==> config.mk <==
export PLATFORM = sky130hd
export DESIGN_NAME = dma_xfer_fsm
export DESIGN_NICKNAME = d
export VERILOG_FILES = /design/src/rtl/dma_pkg.sv /design/src/rtl/dma_addr_gen.sv /design/src/rtl/dma_xfer_fsm.sv
export SDC_FILE = /design/constraint.sdc
export NUM_CORES = 1
export LEC_CHECK = 0
export ABC_AREA = 1
export CAP_MARGIN = 15
export CORE_AREA = 2 2 184 150
export CTS_CLUSTER_SIZE = 8
export DETAILED_ROUTE_END_ITERATION = 10
export DIE_AREA = 0 0 186 152
export DONT_BUFFER_PORTS = 1
export PLACE_DENSITY_LB_ADDON = 0.08
export SLEW_MARGIN = 20
export SYNTH_ARGS = -nofsm -noshare
export SYNTH_HDL_FRONTEND = slang
export SYNTH_SLANG_ARGS = --single-unit
==> constraint.sdc <==
create_clock -name clk -period 2.8 [get_ports clk]
set_input_delay 0.84 -clock clk [delete_from_list [all_inputs] [get_ports clk]]
set_output_delay 0.84 -clock clk [all_outputs]
set_load 0.05 [all_outputs]
Figure 1. I/O nets highlighted.
Scale bar: 50 um.
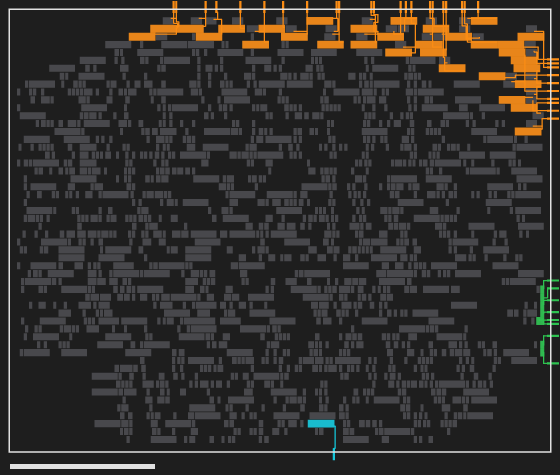
legend:
  `o_m_wdata`:
    colour: orange
    bits: 32
    direction: output
    edge: 22 top, 10 right
    end_cells: 32
    buffers: 0
    wire: 444 um
  `i_hw_trig`:
    colour: green
    bits: 8
    direction: input
    edge: right
    end_cells: 8
    buffers: 0
    wire: 30.9 um
  `o_trig_end_fsm`:
    colour: cyan
    bits: 1
    direction: output
    edge: bottom
    end_cells: 1
    buffers: 0
    wire: 9.20 um
number of port buffers: 0
io pins: 345

Figure 2. Cells coloured by class.
Fill, decap, tap and diode cells in grey.
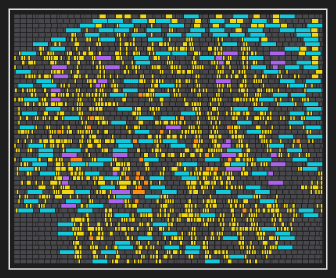
legend:
  remaining logic cells:
    colour: yellow
    cells: 1,290
  remaining buffers and delay cells:
    colour: orange
    cells: 26
  clock drivers and dummy loads:
    colour: purple
    cells: 32
  registers:
    colour: cyan
    cells: 173
Core Footprint: 26,690 um^2
final design instance area without fill: 11,760 um^2
Finished Core Util: 44.06%

Figure 3. Metal layers overlaid.
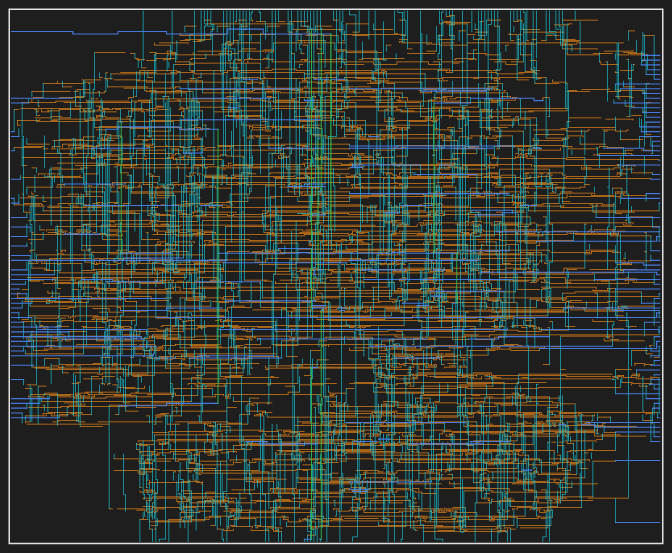
legend:
  M4:
    colour: green
    wire_length: 504 um
  M2:
    colour: cyan
    wire_length: 13,200 um
  M3:
    colour: blue
    wire_length: 2,810 um
  M1:
    colour: orange
    wire_length: 18,000 um
Total Wirelength: 34,570 um
Tot GR Track Use: 25.04%

==> impl_metrics.tcl <==
# flow metrics
set metrics [dict create \
    grt_start_max_net_pins 174 \
    cts.sinks 173 \
    clock_skew_ps 15.20 \
    drtAntennaViolNets 0 \
    timing.setup.tns_ps 0 \
    grt_first_pass_wirelength_um 53960 \
    largest_delay_share_family_worst_path "simple AND/OR/NAND/NOR gates" \
    ys.flop_type "sky130_fd_sc_hd__dfrtp_1" \
    dr_pass1_iterations 5 \
    post_synth_num_cell_types 44 \
    leakage_uw 0.005297 \
    die_height_um 152 \
    use_met1_pct 40.65 \
    worstRegToRegCells 17 \
    ys_cells 1516 \
    outcome "completed" \
    detail_route.drc_violations 0 \
    dp_cells 1853 \
    critical_path.cell_chain "nor3b_1 -> ha_1 -> inv_1 -> fa_1 -> inv_1 -> nand2_1 -> nand2_2 -> nand3_2 -> nor2_1 -> buf_4 -> nand2_1 -> nand2_1 -> nand2_1 -> nand2_1 -> nand3_1 -> nand2_1 -> nand2_1" \
    crit_path_max_fanout 5 \
    globalRouteMet2Util_pct 32.54 \
    worst-endpoint-arrival_ps 2920 \
    cts_tree "done" \
    place_worst_setup_slack_ps 156.7 \
    post-dp-hpwl_um 25650 \
    detail_route.iter0.violations 795 \
    global_route.usage.met3_pct 6.208 \
    number_of_endpoints_with_negative_hold_slack_in_the_final_report 0 \
    gr-max-usage-layer "met1" \
    cp_slowest_cell "sky130_fd_sc_hd__dfrtp_1" \
    setup.worst_path.start_class "flip-flop" \
    slowest_delay_ps 400 \
    clock_insertion_delay_worst_skew_ps 450 \
    final.min_clock_period_ps 2576 \
    peakVddDrop_mv 0.6198 \
    antenna_found_initial 1 \
    pwr_density_cell_nw_per_um2 1343 \
    worst_hold_slack_ps 74.82 \
    top_cells_by_area "sky130_fd_sc_hd__dfrtp_1 (40%), sky130_fd_sc_hd__nand2_1 (21%), sky130_fd_sc_hd__nor2_1 (6.5%)" \
    synthToLayoutAreaGrowth_pct 9.842 \
    first_global_vias 9344 \
]
==> where the power goes <==
part / total, uW / switching [uW] / internal (uW) / leakage, uW
registers: 6730 / 3010 / 3720 / 0.00211
logic: 6530 / 4240 / 2290 / 0.00288
clock network: 2530 / 1230 / 1290 / 0.000302
==> what timing repair did <==
item	CTS	global route
hold buffers	0	0
resized	0	5
endpoints found under the setup margin	0	11
buffers inserted	0	0
==> final cells by class <==
cell class                 instances  area (um^2)  area share (%)
antenna                            1        2.502         0.02128
clock buffer                      17        425.4           3.618
clock inverter                    15        192.7           1.639
inverter                         101        381.6           3.246
multi-input combinational       1189         5751           48.91
sequential                       173         4329           36.82
tap                              364        455.4           3.874
timing repair buffer              26        220.2           1.873
Power and IR drop assume default switching activity.
